### src/rtl/ctrl_pkg.sv
// Shared constants for the multicycle control path: opcodes, funct3 values,
// ALU operation codes and FSM state encoding.
package ctrl_pkg;

  localparam int unsigned OPC_W   = 7;
  localparam int unsigned F3_W    = 3;
  localparam int unsigned ALU_W   = 4;
  localparam int unsigned STATE_W = 3;

  localparam logic [OPC_W-1:0] R_TYPE = 7'b0110011;
  localparam logic [OPC_W-1:0] I_TYPE = 7'b0010011;
  localparam logic [OPC_W-1:0] LW     = 7'b0000011;
  localparam logic [OPC_W-1:0] SW     = 7'b0100011;
  localparam logic [OPC_W-1:0] B_TYPE = 7'b1100011;

  localparam logic [F3_W-1:0] F3_ADD_SUB = 3'b000;
  localparam logic [F3_W-1:0] F3_SLL     = 3'b001;
  localparam logic [F3_W-1:0] F3_SLT     = 3'b010;
  localparam logic [F3_W-1:0] F3_XOR     = 3'b100;
  localparam logic [F3_W-1:0] F3_SR      = 3'b101;
  localparam logic [F3_W-1:0] F3_OR      = 3'b110;
  localparam logic [F3_W-1:0] F3_AND     = 3'b111;
  localparam logic [F3_W-1:0] F3_WORD    = 3'b010;
  localparam logic [F3_W-1:0] F3_BEQ     = 3'b000;

  localparam logic [ALU_W-1:0] ALU_AND = 4'b0000;
  localparam logic [ALU_W-1:0] ALU_OR  = 4'b0001;
  localparam logic [ALU_W-1:0] ALU_ADD = 4'b0010;
  localparam logic [ALU_W-1:0] ALU_SUB = 4'b0110;
  localparam logic [ALU_W-1:0] ALU_SLT = 4'b0111;
  localparam logic [ALU_W-1:0] ALU_SRL = 4'b1000;
  localparam logic [ALU_W-1:0] ALU_SLL = 4'b1001;
  localparam logic [ALU_W-1:0] ALU_SRA = 4'b1010;
  localparam logic [ALU_W-1:0] ALU_XOR = 4'b1101;

  typedef enum logic [STATE_W-1:0] {
    ST_IF  = 3'd0,
    ST_ID  = 3'd1,
    ST_EX  = 3'd2,
    ST_MEM = 3'd3,
    ST_WB  = 3'd4
  } state_e;

  function automatic logic is_mem_op(input logic [OPC_W-1:0] opc);
    return (opc == LW) || (opc == SW);
  endfunction

endpackage

### src/rtl/alu_decoder.sv
// Combinational instruction decode: ALU operation code plus a legality flag
// for the supported RV32I subset.
module alu_decoder
  import ctrl_pkg::*;
(
  input  logic [6:0] opcode,
  input  logic [2:0] funct3,
  input  logic       funct7_b5,
  output logic [3:0] alu_ctrl,
  output logic       legal
);

  logic is_r;

  always_comb begin
    alu_ctrl = ALU_ADD;
    legal    = 1'b0;
    is_r     = (opcode == R_TYPE);
    case (opcode)
      LW, SW: begin
        alu_ctrl = ALU_ADD;
        legal    = (funct3 == F3_WORD);
      end
      B_TYPE: begin
        alu_ctrl = ALU_SUB;
        legal    = (funct3 == F3_BEQ);
      end
      R_TYPE, I_TYPE: begin
        // funct7[5] selects SUB/SRA; for I-type it is immediate data except on shifts right.
        legal = 1'b1;
        case (funct3)
          F3_ADD_SUB: alu_ctrl = (is_r && funct7_b5) ? ALU_SUB : ALU_ADD;
          F3_SLL: begin
            alu_ctrl = ALU_SLL;
            legal    = !(is_r && funct7_b5);
          end
          F3_SLT: begin
            alu_ctrl = ALU_SLT;
            legal    = !(is_r && funct7_b5);
          end
          F3_XOR: begin
            alu_ctrl = ALU_XOR;
            legal    = !(is_r && funct7_b5);
          end
          F3_SR:  alu_ctrl = funct7_b5 ? ALU_SRA : ALU_SRL;
          F3_OR: begin
            alu_ctrl = ALU_OR;
            legal    = !(is_r && funct7_b5);
          end
          F3_AND: begin
            alu_ctrl = ALU_AND;
            legal    = !(is_r && funct7_b5);
          end
          default: legal = 1'b0;
        endcase
      end
      default: legal = 1'b0;
    endcase
  end

endmodule

### src/rtl/multicycle_ctrl.sv
// Five-phase (IF/ID/EX/MEM/WB) control FSM for a multicycle RV32I-subset
// datapath, with data-memory handshake timeout and retired-instruction count.
module multicycle_ctrl
  import ctrl_pkg::*;
#(
  parameter int unsigned MEM_TIMEOUT = 16,
  parameter int unsigned CNT_W       = 32
) (
  input  logic             clk,
  input  logic             rst,
  input  logic [31:0]      instr,
  input  logic             Zero,
  input  logic             dAck,
  output logic             ALUSrc,
  output logic [3:0]       ALUCtrl,
  output logic             MemToReg,
  output logic             RegWrite,
  output logic             PCSrc,
  output logic             loadPC,
  output logic             MemRead,
  output logic             MemWrite,
  output logic             illegal,
  output logic             memTimeout,
  output logic [2:0]       state,
  output logic [CNT_W-1:0] instret
);

  localparam int unsigned WAIT_W = (MEM_TIMEOUT > 1) ? $clog2(MEM_TIMEOUT) : 1;
  localparam logic [WAIT_W-1:0] WAIT_LAST = WAIT_W'(MEM_TIMEOUT - 1);

  state_e             state_q, state_d;
  logic [WAIT_W-1:0]  wait_q, wait_d;
  logic               tmo_q, tmo_d;
  logic [CNT_W-1:0]   instret_q, instret_d;

  logic [6:0] opcode;
  logic [2:0] funct3;
  logic       legal;
  logic       is_lw, is_sw, is_beq, writes_rd;
  logic       unused_instr_bits;

  assign opcode            = instr[6:0];
  assign funct3            = instr[14:12];
  assign unused_instr_bits = ^{instr[31], instr[29:15], instr[11:7]};

  alu_decoder u_alu_decoder (
    .opcode    (opcode),
    .funct3    (funct3),
    .funct7_b5 (instr[30]),
    .alu_ctrl  (ALUCtrl),
    .legal     (legal)
  );

  // Illegal instructions never reach MEM and never write state.
  assign is_lw     = legal && (opcode == LW);
  assign is_sw     = legal && (opcode == SW);
  assign is_beq    = legal && (opcode == B_TYPE);
  assign writes_rd = legal && ((opcode == R_TYPE) || (opcode == I_TYPE));

  assign ALUSrc  = (opcode == I_TYPE) || is_mem_op(opcode);
  assign state   = state_q;
  assign instret = instret_q;

  // Next-state and phase-gated decode outputs.
  always_comb begin
    state_d    = state_q;
    wait_d     = wait_q;
    tmo_d      = tmo_q;
    instret_d  = instret_q;
    MemRead    = 1'b0;
    MemWrite   = 1'b0;
    RegWrite   = 1'b0;
    MemToReg   = 1'b0;
    loadPC     = 1'b0;
    PCSrc      = 1'b0;
    illegal    = 1'b0;
    memTimeout = 1'b0;
    case (state_q)
      ST_IF: state_d = ST_ID;
      ST_ID: begin
        illegal = !legal;
        state_d = ST_EX;
      end
      ST_EX: begin
        tmo_d = 1'b0;
        if (is_lw || is_sw) begin
          wait_d  = '0;
          state_d = ST_MEM;
        end else begin
          state_d = ST_WB;
        end
      end
      ST_MEM: begin
        MemRead  = is_lw;
        MemWrite = is_sw;
        // An acknowledge on the expiry cycle is a normal completion.
        if (dAck) begin
          state_d = ST_WB;
        end else if (wait_q == WAIT_LAST) begin
          memTimeout = 1'b1;
          tmo_d      = 1'b1;
          state_d    = ST_WB;
        end else begin
          wait_d = WAIT_W'(wait_q + 1'b1);
        end
      end
      ST_WB: begin
        loadPC    = 1'b1;
        RegWrite  = writes_rd || (is_lw && !tmo_q);
        MemToReg  = is_lw;
        PCSrc     = is_beq && Zero;
        instret_d = instret_q + CNT_W'(1);
        state_d   = ST_IF;
      end
      default: state_d = ST_IF;
    endcase
  end

  always_ff @(posedge clk or negedge rst) begin
    if (!rst) begin
      state_q   <= ST_IF;
      wait_q    <= '0;
      tmo_q     <= 1'b0;
      instret_q <= '0;
    end else begin
      state_q   <= state_d;
      wait_q    <= wait_d;
      tmo_q     <= tmo_d;
      instret_q <= instret_d;
    end
  end

endmodule
### config.mk
export PLATFORM = sky130hd
export DESIGN_NAME = multicycle_ctrl
export DESIGN_NICKNAME = d
export VERILOG_FILES = /design/src/rtl/ctrl_pkg.sv /design/src/rtl/alu_decoder.sv /design/src/rtl/multicycle_ctrl.sv
export SDC_FILE = /design/constraint.sdc
export NUM_CORES = 1
export LEC_CHECK = 0
export ABC_AREA = 1
export ABC_CLOCK_PERIOD_IN_PS = 1500
export CORE_MARGIN = 2
export CORE_UTILIZATION = 30
export DETAILED_ROUTE_END_ITERATION = 8
export PLACE_DENSITY = 0.69
export SLEW_MARGIN = 0
export SYNTH_ARGS = -nofsm -noshare
export SYNTH_HDL_FRONTEND = slang
export SYNTH_HIERARCHICAL = 1
export SYNTH_SLANG_ARGS = --single-unit
### constraint.sdc
create_clock -name clk -period 1.5 [get_ports clk]
set_input_delay 0.3 -clock clk [delete_from_list [all_inputs] [get_ports clk]]
set_output_delay 0.3 -clock clk [all_outputs]
set_load 0.1 [all_outputs]
Figure 1. Pin map (run 1).
Pins as bars across the die edge, other pins in gray.
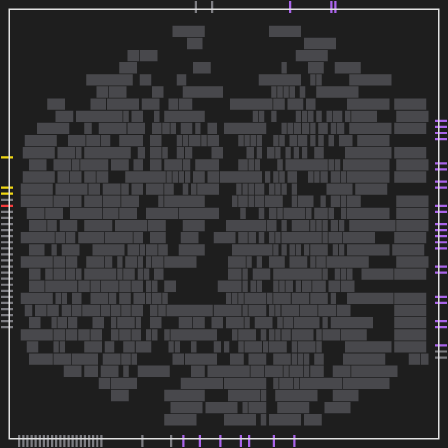
color	port	pins	direction	edge
purple	instret	32	output	22 right, 7 bottom, 3 top
yellow	state	3	output	left
red	MemRead	1	output	left
all pins by edge	30 bottom, 25 left, 24 right, 5 top

Figure 2. Clock distribution (run 1).
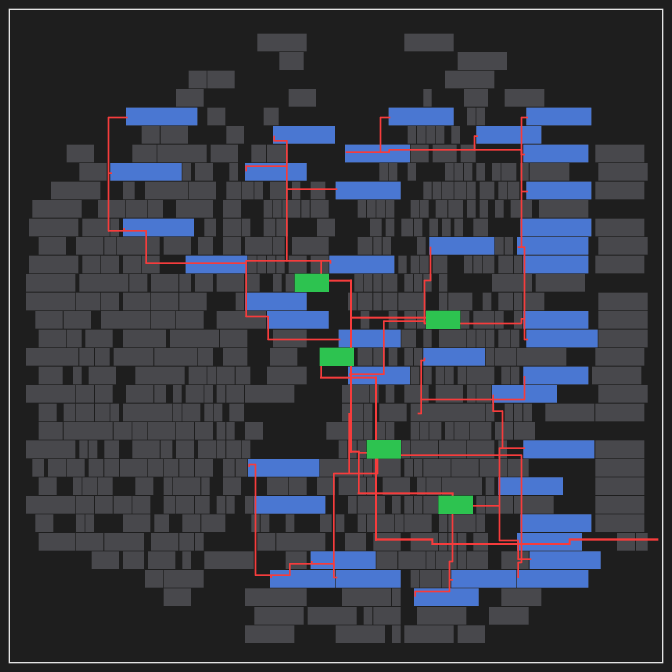
[red] clock wires | length: 583 um
[green] clock-net drivers | count: 5
[blue] flip-flops | count: 40
routed clock nets	6

Figure 3. Clock nets (run 1).
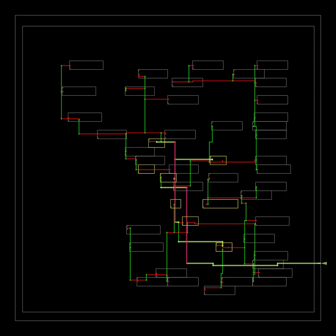
clock network latency to the later pin of the worst-skew pair: 0.29 ns
Layout clock buffers: 6
number of clock sinks: 40
worst-case clock skew: 0.00529 ns
CTS buffer count: 5

Figure 4. Cell sizes after repair (run 1).
Scale bar: 20 um.
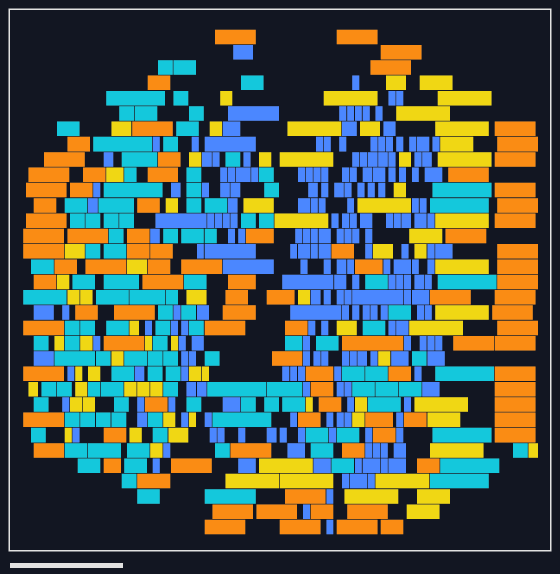
color	size	cells	share
cyan	x3 and x4	117	23%
orange	x6 and larger	94	18%
blue	x1 and smaller	228	44%
yellow	x2	76	15%

==> flow_metrics.tcl, run 1 <==
# yosys + openroad results
set metrics [dict create \
    run_status "finished with violations" \
    violated_checks "setup timing" \
    dr_vias 2941 \
    finalSetupTns_ns -8.26 \
    detail_route.wl_per_cell_um 13.6 \
    synth.mux.area_fraction 0 \
    synth.ff_latch_count 40 \
    die_height_um 95.9 \
    warning_count 50 \
    post_drt_via_cell_ratio 4.74 \
    detailroute.wirelength.met2_mm 4.49 \
    grt_antenna_before_repair 0 \
    ff2ff_setup_slack_ns -0.20 \
    nets 552 \
    post-route-min-period_ns 2.06 \
    power.density_cell_area_nw_per_um2 993 \
    compound_area_frac 0.0158 \
    synth.yosys.warnings 6 \
    synthesis.nets 403 \
    design.die.area_um2 9200 \
    dieWidth_um 95.9 \
    post-cts-setup-buffers 23 \
    ctsRootBufferMaster "sky130_fd_sc_hd__clkbuf_8" \
    cts_hold_buffers 0 \
    reg2reg_from "state[0]$_DFFE_PN0P_" \
    inverters 55 \
    powerSeq_mw 1.39 \
    seq_share 0.205 \
    tapcell.inserted 105 \
    core_area_um2 8220 \
    worstSetupStartpointType "input port" \
    area_share_nonclk_buffers 0.348 \
    antennaDiodeCount 0 \
    post_cts.resized_instances 109 \
    topCombFamilyByArea "simple AND/OR/NAND/NOR gates" \
    fillerInstances 624 \
    synth_cells 365 \
    clock_area_frac 0.0232 \
    max_clock_freq_mhz 486 \
    worst_setup_hold_path_clk_slew_ns 0.08 \
    residual_overflow_from_global_routing 0 \
    biggestCellCategory "combinational gates" \
    cp-startpoint "instr[30]" \
    layout_top_cell "sky130_fd_sc_hd__nand2_1" \
    timing.critical_path.to "RegWrite" \
    async_flop_share 1.00 \
    simple_gate_share 0.425 \
    synth_stat.cells 365 \
    area.share.combinational 0.351 \
    worst-setup-path-type "input port to primary output" \
    yosys-stat-area_um2 2530 \
    cts_tree "done" \
    fin_total_pwr_mw 5.19 \
    place.port_buffers 62 \
    layout.core_utilization 0.637 \
    path_common_cell "sky130_fd_sc_hd__nand2_2" \
    area.growth.synth_to_final_pct 106 \
    detail_route.wirelength_mm 8.41 \
    unrepaired_setup_endpoints_after_global_routing "true" \
    finalWeightedCongestion 0.894 \
    worst_slew_margin_rel 0.612 \
    power_frac_seq 0.267 \
    io-pin-count 84 \
    power.internal_mw 2.99 \
    slew_at_the_pin_closest_to_its_max_slew_limit_ns 0.578 \
    first_pass_iters 4 \
    synth_top_area_share 0.395 \
    switching_power_mw 2.21 \
    peakVddDrop_mv 1.59 \
    worst_ep_arrival_time_ns 1.76 \
    synth-edff-count 0 \
    switching_share_of_power 0.425 \
    proportion_of_layout_cells_with_a_drive_suffix_above_1 0.557 \
    cp_cell_sequence "clkdlybuf4s15_1 > nand2_2 > nor2_2 > nand2_2 > nand2_1 > nand2_1 > nand2_2 > nand2_2 > nand2_2 > nor3_2 > nand2_2 > nor2_4 > nand2_2 > o31ai_4 > buf_12" \
    dpl.hpwl_mm 5.72 \
    synth-seq-area-share 0.395 \
    power_combinational_mw 2.85 \
    flops 40 \
    ys.flop_type "sky130_fd_sc_hd__dfrtp_1" \
    slowest_stage "sky130_fd_sc_hd__clkdlybuf4s15_1" \
    timing.reg2reg.worst_path_depth 9 \
    most_common_cell "sky130_fd_sc_hd__nand2_1" \
    slew_violations 0 \
    layout_top_cells "sky130_fd_sc_hd__nand2_1 (95), sky130_fd_sc_hd__buf_4 (52), sky130_fd_sc_hd__buf_12 (50)" \
    grt_pass1_wl_mm 13.1 \
    htree_levels 2 \
    pwr-share-comb 0.548 \
    report.final.hold_viol_count 0 \
    mappedNetlistArea_um2 2530 \
    cts_max_path_buffers 2 \
    timing.hold.worst.class "input port to asynchronous set/reset pin" \
    wl_met1_mm 3.18 \
    top_layer_used "met4" \
    cp_data_required_time_ns 1.20 \
    signal_buffers 142 \
    power.leakage_nw 2.43 \
    period_used_share 1.37 \
    synthesis.area_per_instance_um2 6.94 \
    ys_top_cells_by_count "sky130_fd_sc_hd__nand2_1 (124), sky130_fd_sc_hd__inv_1 (47), sky130_fd_sc_hd__nor2_1 (47)" \
    wl_met3_um 561 \
    first_global_vias 3000 \
    largest_net_degree_at_the_start_of_global_routing 41 \
    yosys.area_share.adder 0.00988 \
    clockPowerShare 0.185 \
    cp-end-kind "primary output" \
    fp_util 0.308 \
    gr-usage-all-layers 0.182 \
    rows 33 \
    combGateArea_um2 1840 \
    fin_ws_ns -0.559 \
    maxCapViolCount 0 \
    largest_area_cell "sky130_fd_sc_hd__dfrtp_1" \
    post-place-ws_ns -1.03 \
    seqCellArea_um2 1070 \
    clockNetworkPower_mw 0.962 \
    critical_path.reg2reg.endpoint "instret[21]$_DFFE_PN0P_" \
    drtAntennaViolNets 0 \
    power.largest_group "combinational logic" \
    cp_slowest_stage_delay_ns 0.21 \
    comb_cells 270 \
    drt-initial-drc-count 64 \
    xor_area_frac 0.0726 \
    remaining_drc_errors 0 \
    setup-violations-final 42 \
    synthDistinctLibCells 23 \
    maximum_fanout_along_the_worst_path 2 \
    synth.area.top_cells "sky130_fd_sc_hd__dfrtp_1 (40%), sky130_fd_sc_hd__nand2_1 (18%), sky130_fd_sc_hd__inv_1 (7.0%), sky130_fd_sc_hd__nor2_1 (7.0%), sky130_fd_sc_hd__nand3_1 (5.3%)" \
]
[run 1: stage by stage]
step / hold WS [ns] / instances / area (um2)
global placement: 0.387 / 585 / 4440
finish: 0.0565 / 620 / 5230
detailed placement: 0.386 / 585 / 4440
floorplan: 0.00441 / 365 / 2820
global route: 0.0955 / 620 / 5230
CTS: 0.0662 / 612 / 4940
[run 1: registers in the layout (all words and copies together), names as in the netlist]
signal   cells
tmo_q        1
instret     32
state        3
wait_q       4
[run 1: per-layer routing]
layer  track usage  vias to the layer above
met3        0.0532                       20
li1              -                     1432
met2         0.328                       91
met4        0.0607                        0
met1         0.204                     1398
met5             0                        -
[run 1: worst max-delay path, delay by kind of cell]
family	cells	cell delay [ns]
AND/OR/NAND/NOR	12	0.96
AND-OR/OR-AND	1	0.07
buffers and inverters	2	0.42
==> run 2, diff against run 1 <==
--- a/config.mk
+++ b/config.mk
@@ -11,6 +11,7 @@
 export CORE_UTILIZATION = 30
 export DETAILED_ROUTE_END_ITERATION = 8
 export PLACE_DENSITY = 0.69
+export SKIP_CTS_REPAIR_TIMING = 1
 export SLEW_MARGIN = 0
 export SYNTH_ARGS = -nofsm -noshare
 export SYNTH_HDL_FRONTEND = slang
Figure 5. Clock nets (run 2).
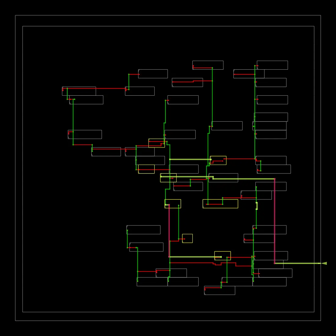
number of flip-flops and latches: 40
power drawn by the clock network: 0.957 mW

==> run 2 against run 1 <==
The flow still finishes with violations (setup timing). Via count down 2.7%. Sequential share of layout area up 0.98 points. Power down 4.5%. Clock skew up 0.0018 ns. Area after synthesis unchanged. Sequential power about the same. Register-to-register slack worse by 0.06 ns. Routed wire length down 7.5%. Non-clock buffer count down 13. Final area down 4.6%. Utilization down 2.9 points. Largest cell class unchanged.
==> flow_metrics.tcl, run 2 <==
# yosys + openroad results
set metrics [dict create \
    most_common_cell "sky130_fd_sc_hd__nand2_1" \
    warning_count 49 \
    proportion_of_layout_cells_with_a_drive_suffix_above_1 0.522 \
    htree_levels 2 \
    maximum_fanout_along_the_worst_path 4 \
    drt-initial-drc-count 76 \
    report.final.hold_viol_count 0 \
    post_drt_via_cell_ratio 4.72 \
    pwr-share-comb 0.530 \
    dieWidth_um 95.9 \
    cts_tree "done" \
    xor_area_frac 0.0726 \
    synth-edff-count 0 \
    switching_share_of_power 0.425 \
    drtAntennaViolNets 0 \
    ys.flop_type "sky130_fd_sc_hd__dfrtp_1" \
    worst_hold_slack_ns 0.0556 \
    run_status "finished with violations" \
    simple_gate_share 0.425 \
    finalWeightedCongestion 0.894 \
    globalRouteMet3Util 0.0509 \
    yosys.area_share.adder 0.00988 \
    synth_stat.cells 365 \
    path_common_cell "sky130_fd_sc_hd__nand2_2" \
    grt_use_met2 0.283 \
    ys_top_cells_by_count "sky130_fd_sc_hd__nand2_1 (124), sky130_fd_sc_hd__inv_1 (47), sky130_fd_sc_hd__nor2_1 (47)" \
    seqCellArea_um2 1070 \
    grt_antenna_before_repair 0 \
    synth.yosys.warnings 6 \
    place.port_buffers 62 \
    area.growth.synth_to_final_pct 97.0 \
    power.largest_group "combinational logic" \
    layout_top_cell "sky130_fd_sc_hd__nand2_1" \
    timing.hold.worst.class "input port to asynchronous set/reset pin" \
    first_pass_iters 4 \
    largest_area_cell "sky130_fd_sc_hd__dfrtp_1" \
    clock_insertion_delay_worst_skew_ns 0.30 \
    power.internal_mw 2.85 \
    largest_net_degree_at_the_start_of_global_routing 41 \
    detail_route.wirelength_mm 7.77 \
    ctsRootBufferMaster "sky130_fd_sc_hd__clkbuf_8" \
    die_height_um 95.9 \
    worst_clock_skew_ns 0.00712 \
    ff2ff_setup_slack_ns -0.26 \
    timing.reg2reg.worst_path_depth 8 \
    power_frac_seq 0.277 \
    grt_pass1_wl_mm 11.8 \
    async_flop_share 1.00 \
    design_area_um2 4990 \
    residual_overflow_from_global_routing 0 \
    cp-end-kind "primary output" \
    cts_sinks 40 \
    layout_top_cells "sky130_fd_sc_hd__nand2_1 (99), sky130_fd_sc_hd__buf_4 (51), sky130_fd_sc_hd__buf_12 (49)" \
    cp_slowest_stage_delay_ns 0.19 \
    fin_ws_ns -0.606 \
    gr-usage-all-layers 0.162 \
    yosys-stat-area_um2 2530 \
    synthesis.area_per_instance_um2 6.94 \
    remaining_drc_errors 0 \
    core_area_um2 8220 \
    fin_total_pwr_mw 4.96 \
    cp_data_required_time_ns 1.20 \
    synth-seq-area-share 0.395 \
    top_layer_used "met4" \
    clockPowerShare 0.193 \
    layoutNonFillerInstCount 607 \
    synth.ff_latch_count 40 \
    cts-buffers-inserted 5 \
    topCombFamilyByArea "simple AND/OR/NAND/NOR gates" \
    io-pin-count 84 \
    worst-setup-path-type "input port to primary output" \
    period_used_share 1.40 \
    reg2reg_from "state[1]$_DFFE_PN0P_" \
    switching_power_mw 2.11 \
    synth_cells 365 \
    design.die.area_um2 9200 \
    post_dp_cell_area_um2 4440 \
    fillerInstances 674 \
    worstSetupStartpointType "input port" \
    antennaDiodeCount 0 \
    setup-violations-final 45 \
    nets 539 \
    slew_at_the_pin_closest_to_its_max_slew_limit_ns 0.500 \
    global_route.usage.met1 0.188 \
    synth.area.top_cells "sky130_fd_sc_hd__dfrtp_1 (40%), sky130_fd_sc_hd__nand2_1 (18%), sky130_fd_sc_hd__inv_1 (7.0%), sky130_fd_sc_hd__nor2_1 (7.0%), sky130_fd_sc_hd__nand3_1 (5.3%)" \
    violated_checks "setup timing" \
    compound_area_frac 0.0158 \
    max_clock_freq_mhz 475 \
    unrepaired_setup_endpoints_after_global_routing "true" \
    synth_top_area_share 0.395 \
    power.leakage_nw 2.35 \
]
Figure 6. Clock distribution (run 2).
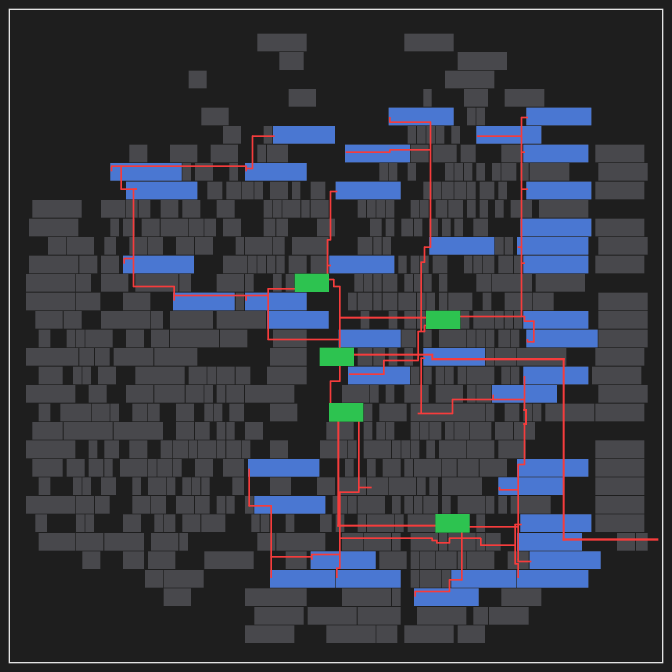
[red] clock wires | length: 584 um
[blue] flip-flops | count: 40
[green] clock-net drivers | count: 5
routed clock nets	6

[run 2: through the flow]
stage / utilization / setup slack (ns) / TNS [ns]
after floorplan: - / -0.902 / -7.86
after global placement: 0.541 / -0.961 / -16.07
after detailed placement: 0.541 / -1.03 / -17.00
after CTS: 0.556 / -1.04 / -15.98
after global routing: 0.607 / -0.694 / -11.72
final: 0.607 / -0.606 / -8.07
[run 2: worst max-delay path, delay by kind of cell]
kind | cells | cell delay [ns]
and+or+nand+nor | 10 | 0.98
buffers and inverters | 4 | 0.50
[run 2: area by class of cell]
cell class	instances	area share
clock buffer	6	0.0165
timing repair buffer	129	0.333
multi-input combinational	270	0.352
tap	105	0.0263
clock inverter	2	0.00777
sequential	40	0.215
inverter	55	0.0496
Figure 7. Cell sizes after repair (run 2).
Scale bar: 20 um.
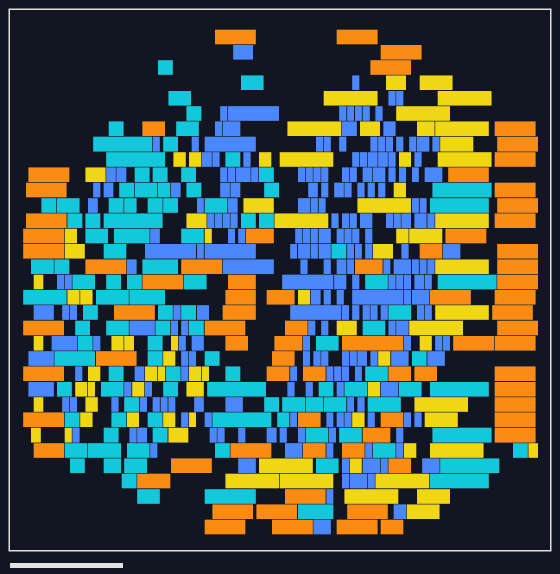

==> run 3, diff against run 2 <==
--- a/config.mk
+++ b/config.mk
@@ -7,6 +7,7 @@
 export LEC_CHECK = 0
 export ABC_AREA = 1
 export ABC_CLOCK_PERIOD_IN_PS = 1500
+export CORE_ASPECT_RATIO = 1.25
 export CORE_MARGIN = 2
 export CORE_UTILIZATION = 30
 export DETAILED_ROUTE_END_ITERATION = 8
Figure 8. Cell sizes after repair (run 3).
Scale bar: 20 um.
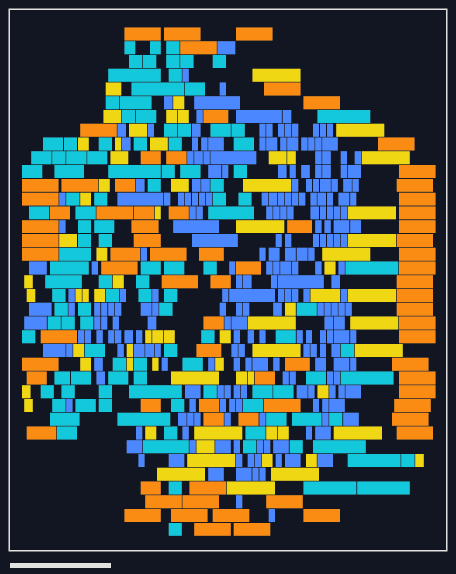
color	size	cells	share
yellow	x2	69	14%
orange	x6 and larger	75	15%
blue	x1 and smaller	251	49%
cyan	x3 and x4	115	23%

Figure 9. Clock distribution (run 3).
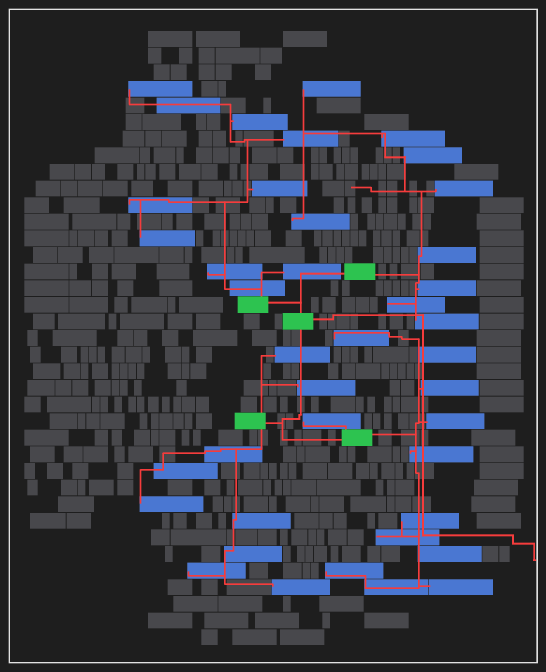
[blue] flip-flops | count: 40
[green] clock-net drivers | count: 5
[red] clock wires | length: 563 um
routed clock nets	6

==> run 3 against run 2 <==
The run still ends with setup timing left. Die size is essentially flat. Clock power shrank 22%. Sequential cell count is the same. Highest routed layer unchanged. First-iteration DRC count shrank 2.6%. Largest cell class is now non-clock buffers.
==> flow_metrics.tcl, run 3 <==
# yosys + openroad results
set metrics [dict create \
    power_frac_seq 0.280 \
    combGateArea_um2 1690 \
    mappedNetlistArea_um2 2530 \
    clockPowerShare 0.152 \
    powerSeq_mw 1.38 \
    cp-end-kind "primary output" \
    fp_util 0.307 \
    fin_total_pwr_mw 4.94 \
    pwr-share-comb 0.568 \
    synth-edff-count 0 \
    inverters 55 \
    worst-setup-path-type "input port to primary output" \
    drtAntennaViolNets 0 \
    period_used_share 1.41 \
    dpl.hpwl_mm 5.71 \
    ff2ff_setup_slack_ns -0.39 \
    ys_top_cells_by_count "sky130_fd_sc_hd__nand2_1 (124), sky130_fd_sc_hd__inv_1 (47), sky130_fd_sc_hd__nor2_1 (47)" \
    drt-initial-drc-count 74 \
    core_area_um2 8240 \
    yosys-stat-area_um2 2530 \
    ys.flop_type "sky130_fd_sc_hd__dfrtp_1" \
    run_status "finished with violations" \
    place.port_buffers 62 \
    layout_top_cells "sky130_fd_sc_hd__nand2_1 (103), sky130_fd_sc_hd__buf_4 (61), sky130_fd_sc_hd__buf_12 (49)" \
    signal_buffers 137 \
    post-place-ws_ns -1.02 \
    slew_violations 0 \
    yosys.area_share.adder 0.00988 \
    power_combinational_mw 2.81 \
    synth_cells 365 \
    maximum_fanout_along_the_worst_path 4 \
    power.largest_group "combinational logic" \
    slowest_stage "sky130_fd_sc_hd__nor3_2" \
    biggestCellCategory "non-clock buffers" \
    layout.core_utilization 0.600 \
    critical_path.reg2reg.endpoint "instret[15]$_DFFE_PN0P_" \
    area.share.combinational 0.342 \
    tapcell.inserted 97 \
    finalWeightedCongestion 0.819 \
    post_drt_via_cell_ratio 4.73 \
    cp_cell_sequence "buf_12 > inv_12 > nand2_4 > nor2_4 > nand2_2 > nor2_4 > nand2_2 > nand2_2 > nand2_2 > nor3_2 > nand2_2 > buf_4 > nor2_4 > buf_12" \
    post-route-min-period_ns 2.12 \
    worstSetupStartpointType "input port" \
    maxCapViolCount 0 \
    cp_slowest_stage_delay_ns 0.20 \
    ctsRootBufferMaster "sky130_fd_sc_hd__clkbuf_8" \
    cts-buffers-inserted 5 \
    synth.mux.area_fraction 0 \
    peakVddDrop_mv 0.921 \
    synthDistinctLibCells 23 \
    worst_setup_hold_path_clk_slew_ns 0.08 \
    cp_data_required_time_ns 1.20 \
    grt_pass1_wl_mm 12.6 \
    nets 547 \
    worst_slew_margin_rel 0.656 \
    cts_sinks 40 \
    worst_clock_skew_ns 0.00515 \
    largest_register_ffs 32 \
    comb_cells 270 \
    largest_area_cell "sky130_fd_sc_hd__dfrtp_1" \
    fillerInstances 687 \
    rows 37 \
    detail_route.wirelength_mm 7.62 \
    slew_at_the_pin_closest_to_its_max_slew_limit_ns 0.516 \
    synth_top_area_share 0.395 \
    dieWidth_um 86.2 \
    final.clkbuf_count 6 \
    fin_ws_ns -0.620 \
    die_height_um 107 \
    synth-seq-area-share 0.395 \
    most_common_cell "sky130_fd_sc_hd__nand2_1" \
    power.density_cell_area_nw_per_um2 999 \
    area.growth.synth_to_final_pct 95.1 \
    remaining_drc_errors 0 \
    clockNetworkPower_mw 0.751 \
    power.leakage_nw 2.32 \
    proportion_of_layout_cells_with_a_drive_suffix_above_1 0.508 \
    synth.area.top_cells "sky130_fd_sc_hd__dfrtp_1 (40%), sky130_fd_sc_hd__nand2_1 (18%), sky130_fd_sc_hd__inv_1 (7.0%), sky130_fd_sc_hd__nor2_1 (7.0%), sky130_fd_sc_hd__nand3_1 (5.3%)" \
    global_route.usage.met1 0.190 \
    wl_met1_mm 2.88 \
    max_clock_freq_mhz 472 \
    switching_power_mw 2.11 \
    setup-violations-final 50 \
    xor_area_frac 0.0726 \
    design.die.area_um2 9200 \
    htree_levels 2 \
    synth.ff_latch_count 40 \
    cts_max_path_buffers 2 \
    global_route.peak_usage_layer "met2" \
    area_share_nonclk_buffers 0.348 \
    finalSetupTns_ns -11.64 \
    synth.yosys.warnings 6 \
    topCombFamilyByArea "simple AND/OR/NAND/NOR gates" \
    violated_checks "setup timing" \
    globalRouteMet3Util 0.0400 \
    grt_use_met2 0.307 \
    power.internal_mw 2.83 \
    largest_net_degree_at_the_start_of_global_routing 41 \
    grt_antenna_before_repair 0 \
    synthesis.nets 403 \
    gr-usage-all-layers 0.168 \
    io-pin-count 84 \
    cts_tree "done" \
    worst_ep_arrival_time_ns 1.82 \
    flops 40 \
    wl_met3_um 420 \
    timing.reg2reg.worst_path_depth 10 \
    clock_insertion_delay_worst_skew_ns 0.29 \
    warning_count 49 \
]
-- run 3: how the worst max path moves through the flow --
stage,startpoint,endpoint,slack (ns),depth (start not counted)
finish,instr[2],MemRead,-0.62,14
global route,instr[14],RegWrite,-0.73,15
CTS,instr[2],RegWrite,-1.03,15
detailed placement,instr[2],RegWrite,-1.02,15
global placement,instr[2],RegWrite,-0.96,15
floorplan,state[0]$_DFFE_PN0P_,RegWrite,-0.90,5
-- run 3: critical path, delay by kind of cell --
family | cells | cell delay, ns
buf+inv | 4 | 0.50
simple gates | 10 | 1.02
-- run 3: through the flow --
stage,hold WS (ns),cell area [um2],std cells
floorplan,0.00441,2820,365
global placement,0.390,4440,578
detailed placement,0.392,4440,578
CTS,0.0768,4530,586
global route,0.108,4940,607
finish,0.0638,4940,607
Power is estimated from default activity; no workload was simulated.
